===== config.mk =====
export PLATFORM = sky130hd
export DESIGN_NAME = hazard_ctrl_flat
export DESIGN_NICKNAME = d
export VERILOG_FILES = /design/src/rtl/hazard_ctrl_pkg.sv /design/src/rtl/hazard_ctrl_if.sv /design/src/rtl/fwd_unit.sv /design/src/rtl/hazard_ctrl.sv /design/src/flat_wrapper.sv
export SDC_FILE = /design/constraint.sdc
export NUM_CORES = 1
export LEC_CHECK = 0
export CORE_ASPECT_RATIO = 1.5
export CORE_MARGIN = 10
export CORE_UTILIZATION = 39
export CTS_CLUSTER_DIAMETER = 100
export DETAILED_ROUTE_END_ITERATION = 6
export MAX_ROUTING_LAYER = met4
export PLACE_DENSITY = 0.74
export SLEW_MARGIN = 20
export SYNTH_ARGS = -nofsm -noshare
export SYNTH_HDL_FRONTEND = slang
export SYNTH_SLANG_ARGS = --single-unit

===== constraint.sdc =====
create_clock -name Clk -period 2.2 [get_ports Clk]
set_clock_uncertainty 0.15 [all_clocks]
set_input_delay 0.22 -clock Clk [delete_from_list [all_inputs] [get_ports Clk]]
set_output_delay 0.22 -clock Clk [all_outputs]
set_load 0.01 [all_outputs]

===== src/rtl/hazard_ctrl_pkg.sv =====
// Shared types and constants for the pipeline hazard/forwarding control slice.
package cpu_pkg;

    typedef enum logic {
        RUN   = 1'b0,
        STALL = 1'b1
    } hz_state_t;

    localparam logic [1:0] FWD_RF    = 2'b00;
    localparam logic [1:0] FWD_EXMEM = 2'b01;
    localparam logic [1:0] FWD_MEMWB = 2'b10;

    localparam logic [4:0] REG_ZERO = 5'd0;

    // $0 is hard-wired, so a write to it never creates a dependency.
    function automatic logic reg_hit(input logic we, input logic [4:0] rd, input logic [4:0] rs);
        return we && (rd != REG_ZERO) && (rd == rs);
    endfunction

endpackage


===== src/rtl/hazard_ctrl_if.sv =====
// Pipeline-side signals exchanged with the hazard controller; master is the pipeline.
interface hazard_if;

    logic [4:0] ID_Rs;
    logic [4:0] ID_Rt;
    logic       ID_UsesRt;
    logic [4:0] EX_Rs;
    logic [4:0] EX_Rt;
    logic [4:0] EX_Rd;
    logic       EX_RegWrite;
    logic       EX_MemRead;
    logic [4:0] MEM_Rd;
    logic       MEM_RegWrite;
    logic [4:0] WB_Rd;
    logic       WB_RegWrite;
    logic       EX_Redirect;

    logic       PCWrite;
    logic       IFID_Write;
    logic       IFID_Flush;
    logic       IDEX_Flush;
    logic [1:0] FwdA;
    logic [1:0] FwdB;

    modport master (
        output ID_Rs, ID_Rt, ID_UsesRt, EX_Rs, EX_Rt, EX_Rd, EX_RegWrite, EX_MemRead,
               MEM_Rd, MEM_RegWrite, WB_Rd, WB_RegWrite, EX_Redirect,
        input  PCWrite, IFID_Write, IFID_Flush, IDEX_Flush, FwdA, FwdB
    );

    modport slave (
        input  ID_Rs, ID_Rt, ID_UsesRt, EX_Rs, EX_Rt, EX_Rd, EX_RegWrite, EX_MemRead,
               MEM_Rd, MEM_RegWrite, WB_Rd, WB_RegWrite, EX_Redirect,
        output PCWrite, IFID_Write, IFID_Flush, IDEX_Flush, FwdA, FwdB
    );

endinterface


===== src/rtl/fwd_unit.sv =====
// EX operand bypass select; compiled in only when HAZARD_FWD_EN is defined,
// otherwise both selects stay on the register file.
module fwd_unit
    import cpu_pkg::*;
(
    input  logic [4:0] ex_rs,
    input  logic [4:0] ex_rt,
    input  logic [4:0] mem_rd,
    input  logic       mem_we,
    input  logic [4:0] wb_rd,
    input  logic       wb_we,
    output logic [1:0] fwd_a,
    output logic [1:0] fwd_b
);

`ifdef HAZARD_FWD_EN
    // The younger EX/MEM result wins over MEM/WB when both match.
    function automatic logic [1:0] pick(input logic [4:0] rs, input logic [4:0] m_rd,
                                        input logic m_we, input logic [4:0] w_rd,
                                        input logic w_we);
        if (reg_hit(m_we, m_rd, rs))
            return FWD_EXMEM;
        else if (reg_hit(w_we, w_rd, rs))
            return FWD_MEMWB;
        else
            return FWD_RF;
    endfunction

    always_comb begin
        fwd_a = pick(ex_rs, mem_rd, mem_we, wb_rd, wb_we);
        fwd_b = pick(ex_rt, mem_rd, mem_we, wb_rd, wb_we);
    end
`else
    logic unused_fwd_inputs;
    assign unused_fwd_inputs = ^{ex_rs, ex_rt, mem_rd, mem_we, wb_rd, wb_we};

    always_comb begin
        fwd_a = FWD_RF;
        fwd_b = FWD_RF;
    end
`endif

endmodule


===== src/rtl/hazard_ctrl.sv =====
// Stall/flush FSM and saturating performance counters for the 5-stage pipeline.
// HAZARD_FWD_EN selects the forwarding build (load-use only stalls).
module hazard_ctrl
    import cpu_pkg::*;
#(
    parameter int unsigned CNT_W = 16
) (
    input  logic             Clk,
    input  logic             Rst,
    hazard_if.slave          hz,
    output logic [CNT_W-1:0] StallCount,
    output logic [CNT_W-1:0] FlushCount
);

    hz_state_t  state, state_n;
    logic [1:0] stall_left, stall_left_n;
    logic [1:0] bubbles;
    logic       pc_write;
    logic [1:0] fwd_a, fwd_b;

    function automatic logic id_hit(input logic we, input logic [4:0] rd, input logic [4:0] rs,
                                    input logic [4:0] rt, input logic uses_rt);
        return reg_hit(we, rd, rs) || (uses_rt && reg_hit(we, rd, rt));
    endfunction

    // Bubbles the ID instruction needs before its operands are available.
    always_comb begin
        bubbles = 2'd0;
`ifdef HAZARD_FWD_EN
        if (id_hit(hz.EX_MemRead, hz.EX_Rd, hz.ID_Rs, hz.ID_Rt, hz.ID_UsesRt))
            bubbles = 2'd1;
`else
        if (id_hit(hz.EX_RegWrite, hz.EX_Rd, hz.ID_Rs, hz.ID_Rt, hz.ID_UsesRt))
            bubbles = 2'd2;
        else if (id_hit(hz.MEM_RegWrite, hz.MEM_Rd, hz.ID_Rs, hz.ID_Rt, hz.ID_UsesRt))
            bubbles = 2'd1;
`endif
    end

`ifdef HAZARD_FWD_EN
    logic unused_ex_we;
    assign unused_ex_we = hz.EX_RegWrite;
`endif

    always_ff @(posedge Clk) begin
        if (Rst) begin
            state      <= RUN;
            stall_left <= '0;
        end else begin
            state      <= state_n;
            stall_left <= stall_left_n;
        end
    end

    // A redirect squashes the instruction that would have been stalled.
    always_comb begin
        state_n      = state;
        stall_left_n = stall_left;
        unique case (state)
            RUN: begin
                if (!hz.EX_Redirect && bubbles != 2'd0) begin
                    stall_left_n = bubbles - 2'd1;
                    state_n      = (bubbles > 2'd1) ? STALL : RUN;
                end
            end
            STALL: begin
                if (hz.EX_Redirect) begin
                    state_n      = RUN;
                    stall_left_n = '0;
                end else begin
                    stall_left_n = (stall_left == 2'd0) ? 2'd0 : stall_left - 2'd1;
                    if (stall_left <= 2'd1)
                        state_n = RUN;
                end
            end
        endcase
    end

    always_comb begin
        pc_write      = 1'b1;
        hz.IFID_Write = 1'b1;
        hz.IFID_Flush = 1'b0;
        hz.IDEX_Flush = 1'b0;
        if (!Rst) begin
            if (hz.EX_Redirect) begin
                hz.IFID_Flush = 1'b1;
                hz.IDEX_Flush = 1'b1;
            end else if (state == STALL || bubbles != 2'd0) begin
                pc_write      = 1'b0;
                hz.IFID_Write = 1'b0;
                hz.IDEX_Flush = 1'b1;
            end
        end
    end

    assign hz.PCWrite = pc_write;

    fwd_unit u_fwd (
        .ex_rs  (hz.EX_Rs),
        .ex_rt  (hz.EX_Rt),
        .mem_rd (hz.MEM_Rd),
        .mem_we (hz.MEM_RegWrite),
        .wb_rd  (hz.WB_Rd),
        .wb_we  (hz.WB_RegWrite),
        .fwd_a  (fwd_a),
        .fwd_b  (fwd_b)
    );

    always_comb begin
        hz.FwdA = Rst ? FWD_RF : fwd_a;
        hz.FwdB = Rst ? FWD_RF : fwd_b;
    end

    always_ff @(posedge Clk) begin
        if (Rst) begin
            StallCount <= '0;
            FlushCount <= '0;
        end else begin
            if (!pc_write && StallCount != '1)
                StallCount <= StallCount + CNT_W'(1);
            if (hz.EX_Redirect && FlushCount != '1)
                FlushCount <= FlushCount + CNT_W'(1);
        end
    end

endmodule


===== src/flat_wrapper.sv =====
// flat-port wrapper written by rule: the top's interface ports become plain ports
module hazard_ctrl_flat import cpu_pkg::*;
#(
    parameter int unsigned CNT_W = 16
)
  (Clk, Rst, StallCount, FlushCount, hz_ID_Rs, hz_ID_Rt, hz_ID_UsesRt, hz_EX_Rs, hz_EX_Rt, hz_EX_Rd, hz_EX_RegWrite, hz_EX_MemRead, hz_MEM_Rd, hz_MEM_RegWrite, hz_WB_Rd, hz_WB_RegWrite, hz_EX_Redirect, hz_PCWrite, hz_IFID_Write, hz_IFID_Flush, hz_IDEX_Flush, hz_FwdA, hz_FwdB);
  hazard_if hz_i ();
  input  logic Clk;
  input  logic Rst;
  output logic [CNT_W-1:0] StallCount;
  output logic [CNT_W-1:0] FlushCount;
  input wire logic [$bits(hz_i.ID_Rs)-1:0] hz_ID_Rs;
  input wire logic [$bits(hz_i.ID_Rt)-1:0] hz_ID_Rt;
  input wire logic [$bits(hz_i.ID_UsesRt)-1:0] hz_ID_UsesRt;
  input wire logic [$bits(hz_i.EX_Rs)-1:0] hz_EX_Rs;
  input wire logic [$bits(hz_i.EX_Rt)-1:0] hz_EX_Rt;
  input wire logic [$bits(hz_i.EX_Rd)-1:0] hz_EX_Rd;
  input wire logic [$bits(hz_i.EX_RegWrite)-1:0] hz_EX_RegWrite;
  input wire logic [$bits(hz_i.EX_MemRead)-1:0] hz_EX_MemRead;
  input wire logic [$bits(hz_i.MEM_Rd)-1:0] hz_MEM_Rd;
  input wire logic [$bits(hz_i.MEM_RegWrite)-1:0] hz_MEM_RegWrite;
  input wire logic [$bits(hz_i.WB_Rd)-1:0] hz_WB_Rd;
  input wire logic [$bits(hz_i.WB_RegWrite)-1:0] hz_WB_RegWrite;
  input wire logic [$bits(hz_i.EX_Redirect)-1:0] hz_EX_Redirect;
  output wire logic [$bits(hz_i.PCWrite)-1:0] hz_PCWrite;
  output wire logic [$bits(hz_i.IFID_Write)-1:0] hz_IFID_Write;
  output wire logic [$bits(hz_i.IFID_Flush)-1:0] hz_IFID_Flush;
  output wire logic [$bits(hz_i.IDEX_Flush)-1:0] hz_IDEX_Flush;
  output wire logic [$bits(hz_i.FwdA)-1:0] hz_FwdA;
  output wire logic [$bits(hz_i.FwdB)-1:0] hz_FwdB;
  assign hz_i.ID_Rs = hz_ID_Rs;
  assign hz_i.ID_Rt = hz_ID_Rt;
  assign hz_i.ID_UsesRt = hz_ID_UsesRt;
  assign hz_i.EX_Rs = hz_EX_Rs;
  assign hz_i.EX_Rt = hz_EX_Rt;
  assign hz_i.EX_Rd = hz_EX_Rd;
  assign hz_i.EX_RegWrite = hz_EX_RegWrite;
  assign hz_i.EX_MemRead = hz_EX_MemRead;
  assign hz_i.MEM_Rd = hz_MEM_Rd;
  assign hz_i.MEM_RegWrite = hz_MEM_RegWrite;
  assign hz_i.WB_Rd = hz_WB_Rd;
  assign hz_i.WB_RegWrite = hz_WB_RegWrite;
  assign hz_i.EX_Redirect = hz_EX_Redirect;
  assign hz_PCWrite = hz_i.PCWrite;
  assign hz_IFID_Write = hz_i.IFID_Write;
  assign hz_IFID_Flush = hz_i.IFID_Flush;
  assign hz_IDEX_Flush = hz_i.IDEX_Flush;
  assign hz_FwdA = hz_i.FwdA;
  assign hz_FwdB = hz_i.FwdB;
  hazard_ctrl #(.CNT_W(CNT_W)) u_core (.Clk(Clk), .Rst(Rst), .hz(hz_i), .StallCount(StallCount), .FlushCount(FlushCount));
endmodule

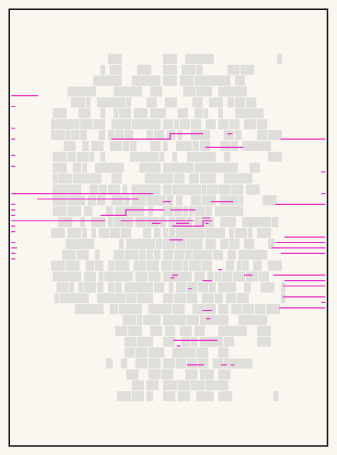
Fig. 1. Met3 routing.
(4 px per um)
The wires run mostly horizontal. The layer holds 5.0% of the routed length. The layer carries 355 um of wire. 47 nets have wire on it.
final WL: 7.09 mm
M3 GR Usage: 4.61%

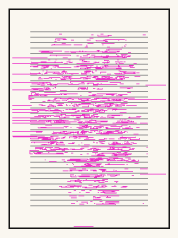
Fig. 2. Met1 routing.
(2 px per um) Supply wires on this layer in grey.
350 nets have wire on it. The layer carries 2660 um of wire.
met1 Use GR: 15.8%
Via Count: 2297

[area by class of cell]
type,instances,area share (%)
clock inverter,3,1.32
clock buffer,5,2.07
sequential,35,21.1
multi-input combinational,187,41.2
inverter,8,0.904
tap,68,2.56
timing repair buffer,117,30.9
[final timing paths]
kind / start / cells past startpoint / to / slack (ps)
setup / recovery: hz_MEM_Rd[4] / 13 / u_core.StallCount[1]$_SDFFE_PP0P_ / -50
hold reg to reg: u_core.stall_left[1]$_SDFFE_PP0P_ / 1 / u_core.stall_left[1]$_SDFFE_PP0P_ / 320
setup reg to reg: u_core.StallCount[0]$_SDFFE_PP0P_ / 5 / u_core.StallCount[14]$_SDFFE_PP0P_ / 20
hold / removal: u_core.stall_left[1]$_SDFFE_PP0P_ / 1 / u_core.stall_left[1]$_SDFFE_PP0P_ / 320
==> flow_summary_export.csv <==
group,metric,value,unit
clock_network,cts_root_buffer,"clkbuf_8",
detailed_routing,met1Wirelength,2.66,mm
floorplan,fp-utilization,40.0,%
final_timing,finalWorstSetupSlack,-47.3,ps
cells_and_area,drive_above_1_share,26.5,%
status,outcome,"complete, but fails checks",
cells_and_area,syn_to_final_growth,62.1,%
power_and_ir_drop,power.net_switching,395,uW
synthesis,synthTopCellsByCount,"35 x dfxtp_1, 19 x nor2_1, 18 x xor2_1",
flow_run,warnings,44,
synthesis,synth.largest_area_cell,"dfxtp_1",
floorplan,die_w,79.2,um
grt,busiest_layer,"met2",
power_and_ir_drop,total_power,1.51,mW
clock_network,postCtsSetupRepairBufs,16,
power_and_ir_drop,p_clk,593,uW
synthesis,xor_share,13.7,%
cells_and_area,layout_top_cells,"52 x buf_4, 38 x clkdlybuf4s50_1, 35 x dfxtp_1",
synthesis,syn-mean-instance-area,8.37,sq um
worst_setup_path,worstSetupStartpointType,"input pin",
synthesis,flop_cell,"dfxtp_1",
detailed_routing,routed-wl-met2,3.86,mm
power_and_ir_drop,cellLeakagePower,1.32,nW
floorplan,row_count,32,
cells_and_area,final_area,3320,sq um
floorplan,io_pins,83,
cells_and_area,reg_top3,"u_core.FlushCount (16), u_core.StallCount (16), u_core.stall_left (2)",
synthesis,simple_gate_area_share,25.5,%
detailed_routing,firstDrtPassIters,4,
detailed_routing,wl_met3,354,um
worst_setup_path,endpoint_kind,"flop",
power_and_ir_drop,p_seq_share,42.5,%
synthesis,synth_cells,245,
synthesis,syn-cell-area,2050,sq um
floorplan,die-height,109,um
cells_and_area,lay_top_count,"buf_4",
clock_network,cts.clk_slew.worst_paths,80,ps
worst_setup_path,cp.required,2250,ps
synthesis,yosysMostFrequentCell,"dfxtp_1",
synthesis,top_area_share,34.2,%
synthesis,mux_share,1.59,%
status,violations,"setup timing",
detailed_routing,drtIter0Drc,124,
power_and_ir_drop,p_int,1.12,mW
cells_and_area,combGateArea,1370,sq um
power_and_ir_drop,powerDensity,456,nW/um^2
synthesis,ys_cells,245,
final_timing,setup_tns,-47.3,ps
grt,grt_util_all_layers,15.8,%
worst_setup_path,cp_top_family,"buffers and inverters",
synthesis,synth.yosys.chip_area,2050,sq um
cells_and_area,finalNonFillerCells,423,
clock_network,clock_latency,300,ps
worst_setup_path,path_max_fanout,3,
cells_and_area,regArea,701,sq um
synthesis,yosys-top-cells-area,"dfxtp_1 34%, xor2_1 7.7%, xnor2_1 6.0%, or4_1 4.0%, a21oi_1 3.7%",
floorplan,dieArea,8610,sq um
final_timing,timing.final.crit_period,2250,ps
power_and_ir_drop,p_comb_share,18.4,%
detailed_routing,vias_per_cell,5.43,
flow_run,max-cap-violations,0,
clock_network,cts_made_buffers,5,
placement,dp.cells,397,
worst_setup_path,cp_cell_sequence,"dlygate4sd2_1 > xnor2_1 > nand4_1 > buf_4 > buf_4 > buf_4 > buf_4 > buf_4 > buf_4 > o22ai_4 > a41o_1 > o21ai_1 > a21oi_1",
worst_setup_path,arrival,2300,ps
clock_network,h-tree-depth,2,
clock_network,cts_tree,"done",
synthesis,adder_share,1.22,%
worst_setup_path,critical_path_buf_inv_count,7,
cells_and_area,n_antenna_cell,0,
final_timing,setup_viol,1,
power_and_ir_drop,clkPwrFrac,39.1,%
worst_setup_path,cpMostUsedCell,"buf_4",
grt,grt_start_max_net_pins,21,
worst_setup_path,crit_path_max_incr_delay,290,ps
synthesis,yosys_warnings,0,
detailed_routing,drcViolationCount,0,
cells_and_area,utilization,64.8,%
grt,grt_pass1_wl,10.9,mm
synthesis,ys_ff,35,
grt,antenna_found_initial,0,
power_and_ir_drop,vdd_ir_drop_max,0.000404,V
cells_and_area,nFillCells,440,
grt,grt_util_met2,27.8,%
placement,placement.cell_area,2950,sq um
final_timing,holdWs,324,ps
synthesis,yosys.area_share.aoi,17.5,%
power_and_ir_drop,maxPowerGroup,"registers",
final_timing,rsz0062_at_grt,"yes",
final_timing,post-route-period-util,102,%
placement,dp_hpwl,4.69,mm
synthesis,yosysSeqAreaShare,34.2,%
final_timing,hold_viol_final,0,
hold_path,hold_path.class,"flop to flop",
synthesis,async_flop_share,0,%
placement,place_ws,-584,ps
